==> images/congestion_map.png <==
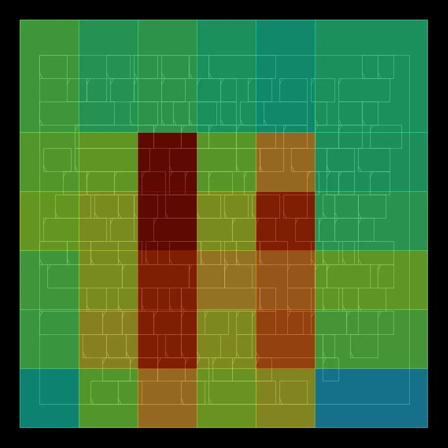
==> images/util_map.png <==
10 x 10 tiles, from dark blue (low) to red (high), 0 to 100% covered.
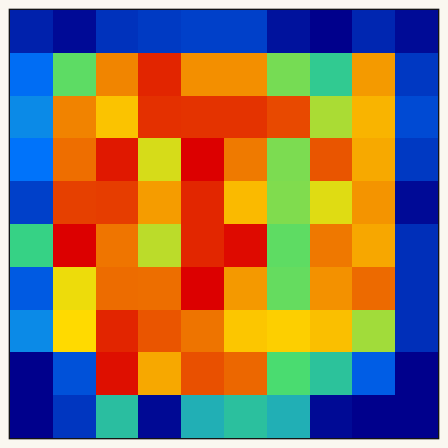
===== config.mk =====
export PLATFORM = sky130hd
export DESIGN_NAME = control_sequencer
export DESIGN_NICKNAME = d
export VERILOG_FILES = /design/src/rtl/sap1_pkg.sv /design/src/rtl/ring_counter.sv /design/src/rtl/control_sequencer.sv
export SDC_FILE = /design/constraint.sdc
export NUM_CORES = 1
export LEC_CHECK = 0
export ABC_AREA = 0
export CAP_MARGIN = 20
export CORE_MARGIN = 2
export CORE_UTILIZATION = 35
export CTS_BUF_LIST = sky130_fd_sc_hd__clkbuf_16
export CTS_CLUSTER_SIZE = 24
export DETAILED_ROUTE_END_ITERATION = 7
export PLACE_DENSITY_LB_ADDON = 0.2
export SYNTH_ARGS = -nofsm -noshare
export SYNTH_HDL_FRONTEND = slang
export SYNTH_SLANG_ARGS = --single-unit
export TNS_END_PERCENT = 1

===== constraint.sdc =====
create_clock -name clk -period 1.68 [get_ports clk]
set_input_delay 0.336 -clock clk [delete_from_list [all_inputs] [get_ports clk]]
set_output_delay 0.336 -clock clk [all_outputs]
set_load 0.01 [all_outputs]

===== src/rtl/sap1_pkg.sv =====
// sap1_pkg: shared definitions for the SAP-1 controller/sequencer.
//   - opcode encodings (upper nibble of the instruction register)
//   - sequencer state encoding: one-hot T1..T6 in bits [5:0], HALT in bit 6,
//     all-zero for the post-reset idle state
//   - control-word bit indices and the per-state control words (the microcode)
package sap1_pkg;

    typedef enum logic [3:0] {
        OP_LDA = 4'b0000,
        OP_ADD = 4'b0001,
        OP_SUB = 4'b0010,
        OP_OUT = 4'b1110,
        OP_HLT = 4'b1111
    } opcode_e;

    localparam int unsigned T_W = 6;

    typedef enum logic [T_W:0] {
        ST_IDLE = 7'b000_0000,
        ST_T1   = 7'b000_0001,
        ST_T2   = 7'b000_0010,
        ST_T3   = 7'b000_0100,
        ST_T4   = 7'b000_1000,
        ST_T5   = 7'b001_0000,
        ST_T6   = 7'b010_0000,
        ST_HALT = 7'b100_0000
    } seq_state_e;

    localparam int unsigned CW_W        = 12;
    localparam int unsigned CW_PC_INC   = 0;
    localparam int unsigned CW_PC_SEND  = 1;
    localparam int unsigned CW_MAR_LOAD = 2;
    localparam int unsigned CW_RAM_SEND = 3;
    localparam int unsigned CW_IR_LOAD  = 4;
    localparam int unsigned CW_IR_SEND  = 5;
    localparam int unsigned CW_A_LOAD   = 6;
    localparam int unsigned CW_A_SEND   = 7;
    localparam int unsigned CW_B_LOAD   = 8;
    localparam int unsigned CW_ALU_SEND = 9;
    localparam int unsigned CW_ALU_SUB  = 10;
    localparam int unsigned CW_OUT_LOAD = 11;

    typedef logic [CW_W-1:0] ctrl_word_t;

    localparam ctrl_word_t CW_ONE  = ctrl_word_t'(1);
    localparam ctrl_word_t CW_IDLE = '0;

    // Fetch
    localparam ctrl_word_t CW_T1 = (CW_ONE << CW_PC_SEND)  | (CW_ONE << CW_MAR_LOAD);
    localparam ctrl_word_t CW_T2 = (CW_ONE << CW_PC_INC);
    localparam ctrl_word_t CW_T3 = (CW_ONE << CW_RAM_SEND) | (CW_ONE << CW_IR_LOAD);

    // Execute
    localparam ctrl_word_t CW_MEM_ADDR = (CW_ONE << CW_IR_SEND)  | (CW_ONE << CW_MAR_LOAD);
    localparam ctrl_word_t CW_LDA_T5   = (CW_ONE << CW_RAM_SEND) | (CW_ONE << CW_A_LOAD);
    localparam ctrl_word_t CW_ARITH_T5 = (CW_ONE << CW_RAM_SEND) | (CW_ONE << CW_B_LOAD);
    localparam ctrl_word_t CW_ADD_T6   = (CW_ONE << CW_ALU_SEND) | (CW_ONE << CW_A_LOAD);
    localparam ctrl_word_t CW_SUB_T6   = CW_ADD_T6 | (CW_ONE << CW_ALU_SUB);
    localparam ctrl_word_t CW_OUT_T4   = (CW_ONE << CW_A_SEND)   | (CW_ONE << CW_OUT_LOAD);

    // Every enable that drives the shared bus
    localparam ctrl_word_t CW_SEND_MASK = (CW_ONE << CW_PC_SEND) | (CW_ONE << CW_RAM_SEND)
                                        | (CW_ONE << CW_IR_SEND) | (CW_ONE << CW_A_SEND)
                                        | (CW_ONE << CW_ALU_SEND);

endpackage


===== src/rtl/ring_counter.sv =====
// ring_counter: one-hot T-state ring for the SAP-1 sequencer.
//   clk, rst      : clock, synchronous active-high reset (to the idle state)
//   en            : advance enable; low holds the current T-state
//   early_return  : when advancing, go to T1 instead of the next T-state
//   halt          : when advancing, go to HALT (held until reset)
//   state         : current state (one-hot T1..T6, HALT, or idle)
// The idle state is left for T1 on the first edge out of reset, independent
// of en, so the first instruction starts as soon as reset is released.
module ring_counter
    import sap1_pkg::*;
(
    input  logic       clk,
    input  logic       rst,
    input  logic       en,
    input  logic       early_return,
    input  logic       halt,
    output seq_state_e state
);

    seq_state_e state_q;
    seq_state_e state_d;

    always_ff @(posedge clk) begin
        if (rst) begin
            state_q <= ST_IDLE;
        end else begin
            state_q <= state_d;
        end
    end

    always_comb begin
        state_d = state_q;
        case (state_q)
            ST_IDLE: state_d = ST_T1;
            ST_HALT: state_d = ST_HALT;
            ST_T1, ST_T2, ST_T3, ST_T4, ST_T5, ST_T6: begin
                if (en) begin
                    if (halt) begin
                        state_d = ST_HALT;
                    end else if (early_return) begin
                        state_d = ST_T1;
                    end else begin
                        case (state_q)
                            ST_T1:   state_d = ST_T2;
                            ST_T2:   state_d = ST_T3;
                            ST_T3:   state_d = ST_T4;
                            ST_T4:   state_d = ST_T5;
                            ST_T5:   state_d = ST_T6;
                            default: state_d = ST_T1;
                        endcase
                    end
                end
            end
            default: state_d = ST_IDLE;
        endcase
    end

    assign state = state_q;

endmodule


===== src/rtl/control_sequencer.sv =====
// control_sequencer: SAP-1 controller/sequencer.
//   SKIP_NOP : 1 = return to T1 as soon as an instruction has no work left
//   clk, rst : clock, synchronous active-high reset
//   run      : clock enable; low freezes the ring and forces all enables to 0
//   debug    : qualifies the simulation-time bus-exclusivity check
//   opcode   : instruction register upper nibble, valid from T4
//   t_state  : one-hot T1..T6 (bit0 = T1), 0 in reset/idle/HALT
//   pc_inc .. out_load : datapath load/send enables (sole driver)
//   halted   : HLT has executed
// Enables are a Moore decode of the ring state and opcode, gated by run & ~rst.
module control_sequencer
    import sap1_pkg::*;
#(
    parameter bit SKIP_NOP = 1'b0
) (
    input  logic           clk,
    input  logic           rst,
    input  logic           run,
    input  logic           debug,
    input  logic [3:0]     opcode,
    output logic [T_W-1:0] t_state,
    output logic           pc_inc,
    output logic           pc_send,
    output logic           mar_load,
    output logic           ram_send,
    output logic           ir_load,
    output logic           ir_send,
    output logic           a_load,
    output logic           a_send,
    output logic           b_load,
    output logic           alu_send,
    output logic           alu_sub,
    output logic           out_load,
    output logic           halted
);

    seq_state_e   state;
    logic [T_W:0] state_bits;
    logic         is_lda, is_add, is_sub, is_out, is_hlt, is_nop;
    logic         halt_req;
    logic         early_return;
    ctrl_word_t   word;
    ctrl_word_t   ctrl;

    assign is_lda = (opcode == OP_LDA);
    assign is_add = (opcode == OP_ADD);
    assign is_sub = (opcode == OP_SUB);
    assign is_out = (opcode == OP_OUT);
    assign is_hlt = (opcode == OP_HLT);
    assign is_nop = ~(is_lda | is_add | is_sub | is_out | is_hlt);

    assign halt_req = (state == ST_T4) & is_hlt;

    // The opcode is only trusted from T4, so a NOP cannot return before T4.
    assign early_return = SKIP_NOP & (((state == ST_T5) & is_lda)
                                    | ((state == ST_T4) & (is_out | is_nop)));

    ring_counter u_ring (
        .clk          (clk),
        .rst          (rst),
        .en           (run),
        .early_return (early_return),
        .halt         (halt_req),
        .state        (state)
    );

    always_comb begin
        word = CW_IDLE;
        case (state)
            ST_T1: word = CW_T1;
            ST_T2: word = CW_T2;
            ST_T3: word = CW_T3;
            ST_T4: begin
                if (is_lda | is_add | is_sub) begin
                    word = CW_MEM_ADDR;
                end else if (is_out) begin
                    word = CW_OUT_T4;
                end
            end
            ST_T5: begin
                if (is_lda) begin
                    word = CW_LDA_T5;
                end else if (is_add | is_sub) begin
                    word = CW_ARITH_T5;
                end
            end
            ST_T6: begin
                if (is_add) begin
                    word = CW_ADD_T6;
                end else if (is_sub) begin
                    word = CW_SUB_T6;
                end
            end
            default: word = CW_IDLE;
        endcase
    end

    assign ctrl = (run & ~rst) ? word : CW_IDLE;

    assign pc_inc   = ctrl[CW_PC_INC];
    assign pc_send  = ctrl[CW_PC_SEND];
    assign mar_load = ctrl[CW_MAR_LOAD];
    assign ram_send = ctrl[CW_RAM_SEND];
    assign ir_load  = ctrl[CW_IR_LOAD];
    assign ir_send  = ctrl[CW_IR_SEND];
    assign a_load   = ctrl[CW_A_LOAD];
    assign a_send   = ctrl[CW_A_SEND];
    assign b_load   = ctrl[CW_B_LOAD];
    assign alu_send = ctrl[CW_ALU_SEND];
    assign alu_sub  = ctrl[CW_ALU_SUB];
    assign out_load = ctrl[CW_OUT_LOAD];

    // Bit T_W of the state encoding is the HALT flag; the rest is the ring.
    assign state_bits = state;
    assign t_state    = rst ? '0 : state_bits[T_W-1:0];
    assign halted     = ~rst & state_bits[T_W];

    // debug only qualifies the bus-exclusivity assertion below.
    logic unused_debug;
    assign unused_debug = debug;

    send_exclusive: assert property (@(posedge clk) disable iff (!debug)
                                     $onehot0(ctrl & CW_SEND_MASK));

endmodule

==> CHANGELOG.md <==
### Physical design

- Placed Area: 1160 sq um
- Net Sw Frac: 0.293
- Fillcell total: approximately 150
- Yosys adder share: 0
- Setup Fix Bufs, Post-CTS: 6
- CTS max path bufs: 2
- Critical Path Sink: alu_sub
- Residual DRC count: 0
- Crit path capture type: output pin
- Clk sink count: 7
- I/O Buffers: 25
- Dominant cell area share: 0.210
- Max Used Layer: met4
- Place WS: -0.945 ns
- Critical Path Source: u_ring.state[1]
- Final Setup Violations: 12
- Post-synth EDFFs: 0
- Most common cell in the netlist: nor2_1
- Synth logic family: simple AND/OR/NAND/NOR gates
- Failing checks: negative setup slack
- Wire length on met3: 181 um
- CP startpoint kind: flop
- Clock-cell share of area: 0.0609
- Ao+oa area frac: 0.163
- Area grow syn2layout: 94.0%
- Top cells by count: 11 x nor2_1, 8 x nor2b_1, 7 x dfxtp_1, 7 x o21ai_0, 6 x nand3_1
- Latency at later pin: ~0.23 ns
- Reg power frac: 0.189
- Lkg Pwr: around 0.64 nW
- Crit path time final: 1.98 ns
- First-pass GRT wire length: 4.13 mm
- Peak Freq: around 510 MHz
- Status: finished with violations
- Met2 wire length: approximately 1.3 mm
- Total number of vias: approximately 900
- Worst Slack Setup Final: -0.300 ns
Back to the opening pictures, congestion_map.png:
Avg WL per Cell: 15.2 um
GRT met3 Usage: 0.0717
met1 global-route usage: 0.313
GR Util met2: 0.462
fin util: 0.733

Back to the opening pictures, util_map.png:
The fullest tile reaches 100%. The emptiest ninth of the die: bottom right. 47% of the tiles are over 75% full. 7.0% of the tiles are nearly empty.
starting density of the core: 0.378
CORE AREA: 1760 sq um

Power and IR drop assume default switching activity.
